**Run 1: placed cells, one color a class**

Scale bar: 50 µm.
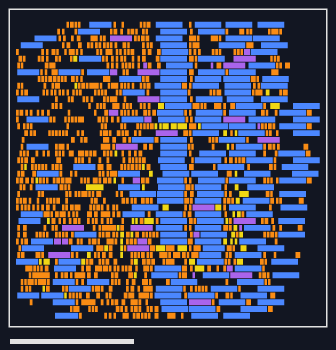
**Run 1: signal wires on met2**

Cells faint in the background.
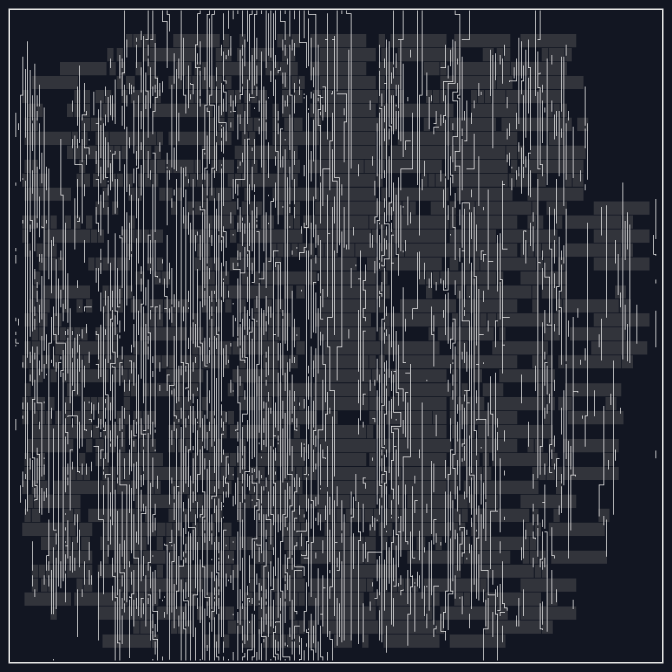
**Run 1: logic cells by family**

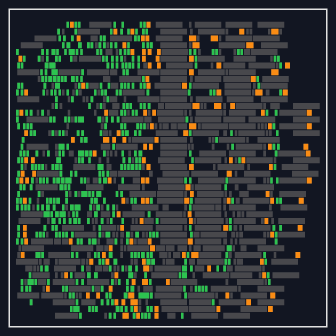
==> src/rtl/cpu_pkg.sv <==
// Shared fetch-stage definitions: default address width, reset vector and
// the encoding of the next-pc source selected by the redirect priority mux.
package cpu_pkg;

    localparam int ADDR_W = 32;
    localparam logic [ADDR_W-1:0] RESET_VEC_DEF = '0;

    typedef enum logic [2:0] {
        PC_SEQ,
        PC_BR,
        PC_JMP,
        PC_CALL,
        PC_RET,
        PC_SWAP
    } pc_sel_e;

endpackage

==> src/rtl/pc_ras.sv <==
// Circular return-address stack. ptr_q addresses the next free slot, so the
// top entry lives at ptr_q-1; a push while full silently overwrites the oldest.
module pc_ras #(
    parameter int WIDTH = 32,
    parameter int DEPTH = 4,
    localparam int PW = $clog2(DEPTH),
    localparam int CW = PW + 1
) (
    input  logic             clk,
    input  logic             rst_n,
    input  logic             push_i,
    input  logic             pop_i,
    input  logic             swap_i,
    input  logic [WIDTH-1:0] wdata_i,
    output logic [WIDTH-1:0] top_o,
    output logic [CW-1:0]    count_o,
    output logic             empty_o,
    output logic             full_o,
    output logic             ovf_o,
    output logic             unf_o
);

    logic [WIDTH-1:0] mem_q [DEPTH];
    logic [PW-1:0]    ptr_q, ptr_d, top_idx, wr_idx;
    logic [CW-1:0]    count_q, count_d;
    logic             wr_en;

    assign top_idx = ptr_q - 1'b1;
    assign top_o   = mem_q[top_idx];
    assign count_o = count_q;
    assign empty_o = (count_q == '0);
    assign full_o  = (count_q == CW'(DEPTH));

    always_comb begin
        ptr_d   = ptr_q;
        count_d = count_q;
        wr_en   = 1'b0;
        wr_idx  = ptr_q;
        ovf_o   = 1'b0;
        unf_o   = 1'b0;
        if (push_i) begin
            wr_en = 1'b1;
            ptr_d = ptr_q + 1'b1;
            if (full_o) ovf_o = 1'b1;
            else        count_d = count_q + 1'b1;
        end else if (pop_i) begin
            if (empty_o) begin
                unf_o = 1'b1;
            end else begin
                ptr_d   = top_idx;
                count_d = count_q - 1'b1;
            end
        end else if (swap_i) begin
            // Caller only swaps a non-empty stack: replace top in place.
            wr_en  = 1'b1;
            wr_idx = top_idx;
        end
    end

    always_ff @(posedge clk or negedge rst_n) begin
        if (!rst_n) begin
            ptr_q   <= '0;
            count_q <= '0;
        end else begin
            ptr_q   <= ptr_d;
            count_q <= count_d;
        end
    end

    always_ff @(posedge clk) begin
        if (wr_en) mem_q[wr_idx] <= wdata_i;
    end

endmodule

==> src/rtl/pc_unit.sv <==
// Fetch program counter with prioritised redirect (ret > call > jump > branch)
// and an internal return-address stack with sticky overflow/underflow flags.
module pc_unit
    import cpu_pkg::*;
#(
    parameter int               WIDTH     = ADDR_W,
    parameter int               STEP      = 1,
    parameter logic [WIDTH-1:0] RESET_VEC = WIDTH'(RESET_VEC_DEF),
    parameter int               RAS_DEPTH = 4,
    localparam int              CW        = $clog2(RAS_DEPTH) + 1
) (
    input  logic             clk,
    input  logic             reset,
    input  logic             stall,
    input  logic             br_taken,
    input  logic [WIDTH-1:0] br_target,
    input  logic             jump,
    input  logic             call,
    input  logic             ret,
    input  logic [WIDTH-1:0] jmp_target,
    input  logic             clr_err,
    output logic [WIDTH-1:0] pc,
    output logic [WIDTH-1:0] pc_plus,
    output logic [CW-1:0]    ras_count,
    output logic             ras_empty,
    output logic             ras_full,
    output logic             ras_ovf,
    output logic             ras_unf
);

    logic [WIDTH-1:0] pc_q, pc_d, ras_top;
    logic             ovf_q, ovf_d, unf_q, unf_d;
    logic             ovf_set, unf_set;
    pc_sel_e          sel;

    assign pc      = pc_q;
    assign pc_plus = pc_q + WIDTH'(STEP);
    assign ras_ovf = ovf_q;
    assign ras_unf = unf_q;

    always_comb begin
        sel = PC_SEQ;
        if (ret && call)   sel = ras_empty ? PC_CALL : PC_SWAP;
        else if (ret)      sel = PC_RET;
        else if (call)     sel = PC_CALL;
        else if (jump)     sel = PC_JMP;
        else if (br_taken) sel = PC_BR;
    end

    always_comb begin
        pc_d = pc_plus;
        unique case (sel)
            PC_BR:                    pc_d = br_target;
            PC_JMP, PC_CALL, PC_SWAP: pc_d = jmp_target;
            PC_RET:                   pc_d = ras_empty ? pc_plus : ras_top;
            default:                  pc_d = pc_plus;
        endcase
        if (stall) pc_d = pc_q;
    end

    pc_ras #(
        .WIDTH (WIDTH),
        .DEPTH (RAS_DEPTH)
    ) u_ras (
        .clk     (clk),
        .rst_n   (reset),
        .push_i  (!stall && sel == PC_CALL),
        .pop_i   (!stall && sel == PC_RET),
        .swap_i  (!stall && sel == PC_SWAP),
        .wdata_i (pc_plus),
        .top_o   (ras_top),
        .count_o (ras_count),
        .empty_o (ras_empty),
        .full_o  (ras_full),
        .ovf_o   (ovf_set),
        .unf_o   (unf_set)
    );

    // A flag being set in the same cycle as clr_err stays set.
    assign ovf_d = ovf_set | (ovf_q & ~clr_err);
    assign unf_d = unf_set | (unf_q & ~clr_err);

    always_ff @(posedge clk or negedge reset) begin
        if (!reset) begin
            pc_q  <= RESET_VEC;
            ovf_q <= 1'b0;
            unf_q <= 1'b0;
        end else begin
            pc_q  <= pc_d;
            ovf_q <= ovf_d;
            unf_q <= unf_d;
        end
    end

endmodule

==> config.mk <==
export PLATFORM = sky130hd
export DESIGN_NAME = pc_unit
export DESIGN_NICKNAME = d
export VERILOG_FILES = /design/src/rtl/cpu_pkg.sv /design/src/rtl/pc_ras.sv /design/src/rtl/pc_unit.sv
export SDC_FILE = /design/constraint.sdc
export NUM_CORES = 1
export LEC_CHECK = 0
export ABC_AREA = 1
export CAP_MARGIN = 0
export CORE_MARGIN = 2
export CORE_UTILIZATION = 58
export CTS_CLUSTER_SIZE = 12
export DETAILED_ROUTE_END_ITERATION = 12
export DONT_BUFFER_PORTS = 1
export GPL_TIMING_DRIVEN = 0
export PLACE_DENSITY = 0.76
export SLEW_MARGIN = 20
export SYNTH_ARGS = -nofsm -noshare
export SYNTH_HDL_FRONTEND = slang
export SYNTH_SLANG_ARGS = --single-unit
==> constraint.sdc <==
create_clock -name clk -period 3.8 [get_ports clk]
set_clock_uncertainty 0.05 [all_clocks]
set_input_delay 0.76 -clock clk [delete_from_list [all_inputs] [get_ports clk]]
set_output_delay 0.76 -clock clk [all_outputs]
set_load 0.05 [all_outputs]
==> impl_metrics.ini, run 1 <==
; generated from flow reports
[timing]
maxSlewViolCount = 0
setup_viol = 0
setup_tns_ns = 0
holdWs_ns = 0.123
rsz0062_at_grt = no

[layout]
final_cell_mix = nand2_1 (425), edfxtp_1 (128), nor2_1 (106)
instances_no_fill = 1294
syn_to_final_growth_pct = 10.9
largest-register = u_ras.mem_q

[yosys]
ff_type = edfxtp_1
top_cell = nand2_1
simple_gate_share = 0.284
ys_ff = 167
yosysTopAreaCellShare = 0.438
synth.logic.top_family = simple AND/OR/NAND/NOR gates

[grt]
grt_pass1_vias = 6958
grt_usage = 0.322
grt_max_degree = 40

[setup_path]
max_stage_delay_ns = 0.76
crit_top_cell = nand2_1
cp.depth = 6
cp-start-kind = register

[detailed_routing]
vias = 7462
drc = 0
drt-total-wl_um = 25300

[placed_design]
dp_hpwl_um = 19200
pre_cts_slack_ns = 0.355

[pwr]
p_comb_w = 0.00271
p_seq_w = 0.00287
power_frac_seq = 0.402
peakVddDrop_mv = 0.511

[outcome]
outcome = finished, final reports clean

[floorplanning]
core-area_mm2 = 0.0146

[clock_tree]
post_cts_resized = 0
htreeDepth = 4
Notes on 'placed cells, one color a class' above:
- purple: clock drivers and dummy loads (cells 32)
- blue: flip-flops (cells 167)
- orange: all other logic (cells 849)
- yellow: other buffers and delay cells (cells 62)

Notes on 'signal wires on met2' above:
- nets with wire on the layer: 852
- share of all routed wire: 45%
- main direction: vertical
- wire length on this layer: 11500 µm
- longest straight run: 61.5 µm

Notes on 'logic cells by family' above:
- orange: inverting AOI/OAI gates (cells 145; where widely spread)
- green: NAND gates (cells 491)

## run 1: area by class of cell
cell class / count / area (µm²)
clock buffers: 19 / 433
flip-flops and latches: 167 / 4820
plain buffers: 46 / 208
repair buffers: 16 / 148
inverters: 73 / 274
fillers: 1237 / 4910
multi-input cells: 776 / 3520
clock inverters: 13 / 100
well taps: 184 / 230
## run 1: metal layers
layer | vias up | share of wire | routed length (µm) | track usage
met5 | - | 0 | 0 | 0
met4 | 0 | 0.032 | 808 | 0.113
met3 | 58 | 0.11 | 2730 | 0.0817
met2 | 386 | 0.45 | 11500 | 0.495
met1 | 3465 | 0.41 | 10200 | 0.452
li1 | 3553 | - | - | -
==> inputs of run 2 (changes only) <==
- ABC_CLOCK_PERIOD_IN_PS: not set -> 3800
**Run 2: cell outlines without signal wires**

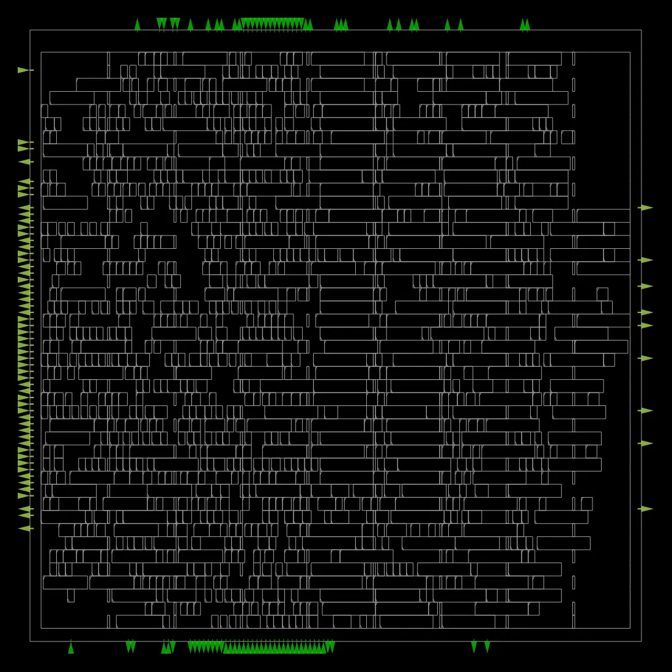
num rows: 44
Layout fillers: 1237
Finished Core Util: 0.665
sequential cell count: 167

==> run 2 against run 1 <==
Flip-flop count unchanged. Clock power about the same. Synthesized cell count unchanged. Non-clock buffer count unchanged. Die size unchanged. Area after synthesis unchanged. Hold slack unchanged. Worst setup slack unchanged. Critical path type unchanged. Critical endpoint unchanged. Largest power group unchanged. Highest routed layer unchanged.
==> impl_metrics.ini, run 2 <==
; generated from flow reports
[outcome]
outcome = finished, final reports clean

[clock_tree]
post_cts_resized = 0
htreeDepth = 4

[yosys]
yosysTopAreaCellShare = 0.438
top_cell = nand2_1
ys_ff = 167
synth.logic.top_family = simple AND/OR/NAND/NOR gates

[detailed_routing]
drt-total-wl_um = 25300
met3_length_um = 2730
routed-wl-met2_um = 11500
vias = 7462
drc = 0

[floorplanning]
core-area_mm2 = 0.0146

[pwr]
power_frac_seq = 0.402
p_comb_w = 0.00271
peakVddDrop_mv = 0.511

[timing]
setup_viol = 0
rsz0062_at_grt = no

[layout]
syn_to_final_growth_pct = 10.9
largest-register = u_ras.mem_q
instances_no_fill = 1294
final_cell_mix = nand2_1 (425), edfxtp_1 (128), nor2_1 (106)

[grt]
grt_use_met3 = 0.0817
gr-usage-met2 = 0.495
grt_max_degree = 40
grt_usage = 0.322
use_met1 = 0.452
grt_busiest_layer = met2

[setup_path]
max_stage_delay_ns = 0.76

[placed_design]
pre_cts_slack_ns = 0.355
==> run 2: final cells by class <==
type	instances	area (µm²)	share of cell area
flip-flops and latches	167	4820	0.495
multi-input cells	776	3520	0.362
clock buffers	19	433	0.0445
inverters	73	274	0.0281
well taps	184	230	0.0236
plain buffers	46	208	0.0213
repair buffers	16	148	0.0152
clock inverters	13	100	0.0103
==> run 2: worst max path at each step <==
stage                     cells after the start             start  slack, ns                  to
after detailed placement                      9  u_ras.count_o[0]       0.36  u_ras.mem_q[3][14]
after global routing                          6             pc[9]      0.005         pc_plus[28]
after global placement                        7  u_ras.count_o[0]      -2.09  u_ras.mem_q[1][14]
after floorplan                               7  u_ras.count_o[0]      -0.48   u_ras.mem_q[1][0]
after CTS                                     7             pc[0]       0.06         pc_plus[24]
final                                         6             pc[9]       0.05         pc_plus[28]
Power is estimated from default activity; no workload was simulated.
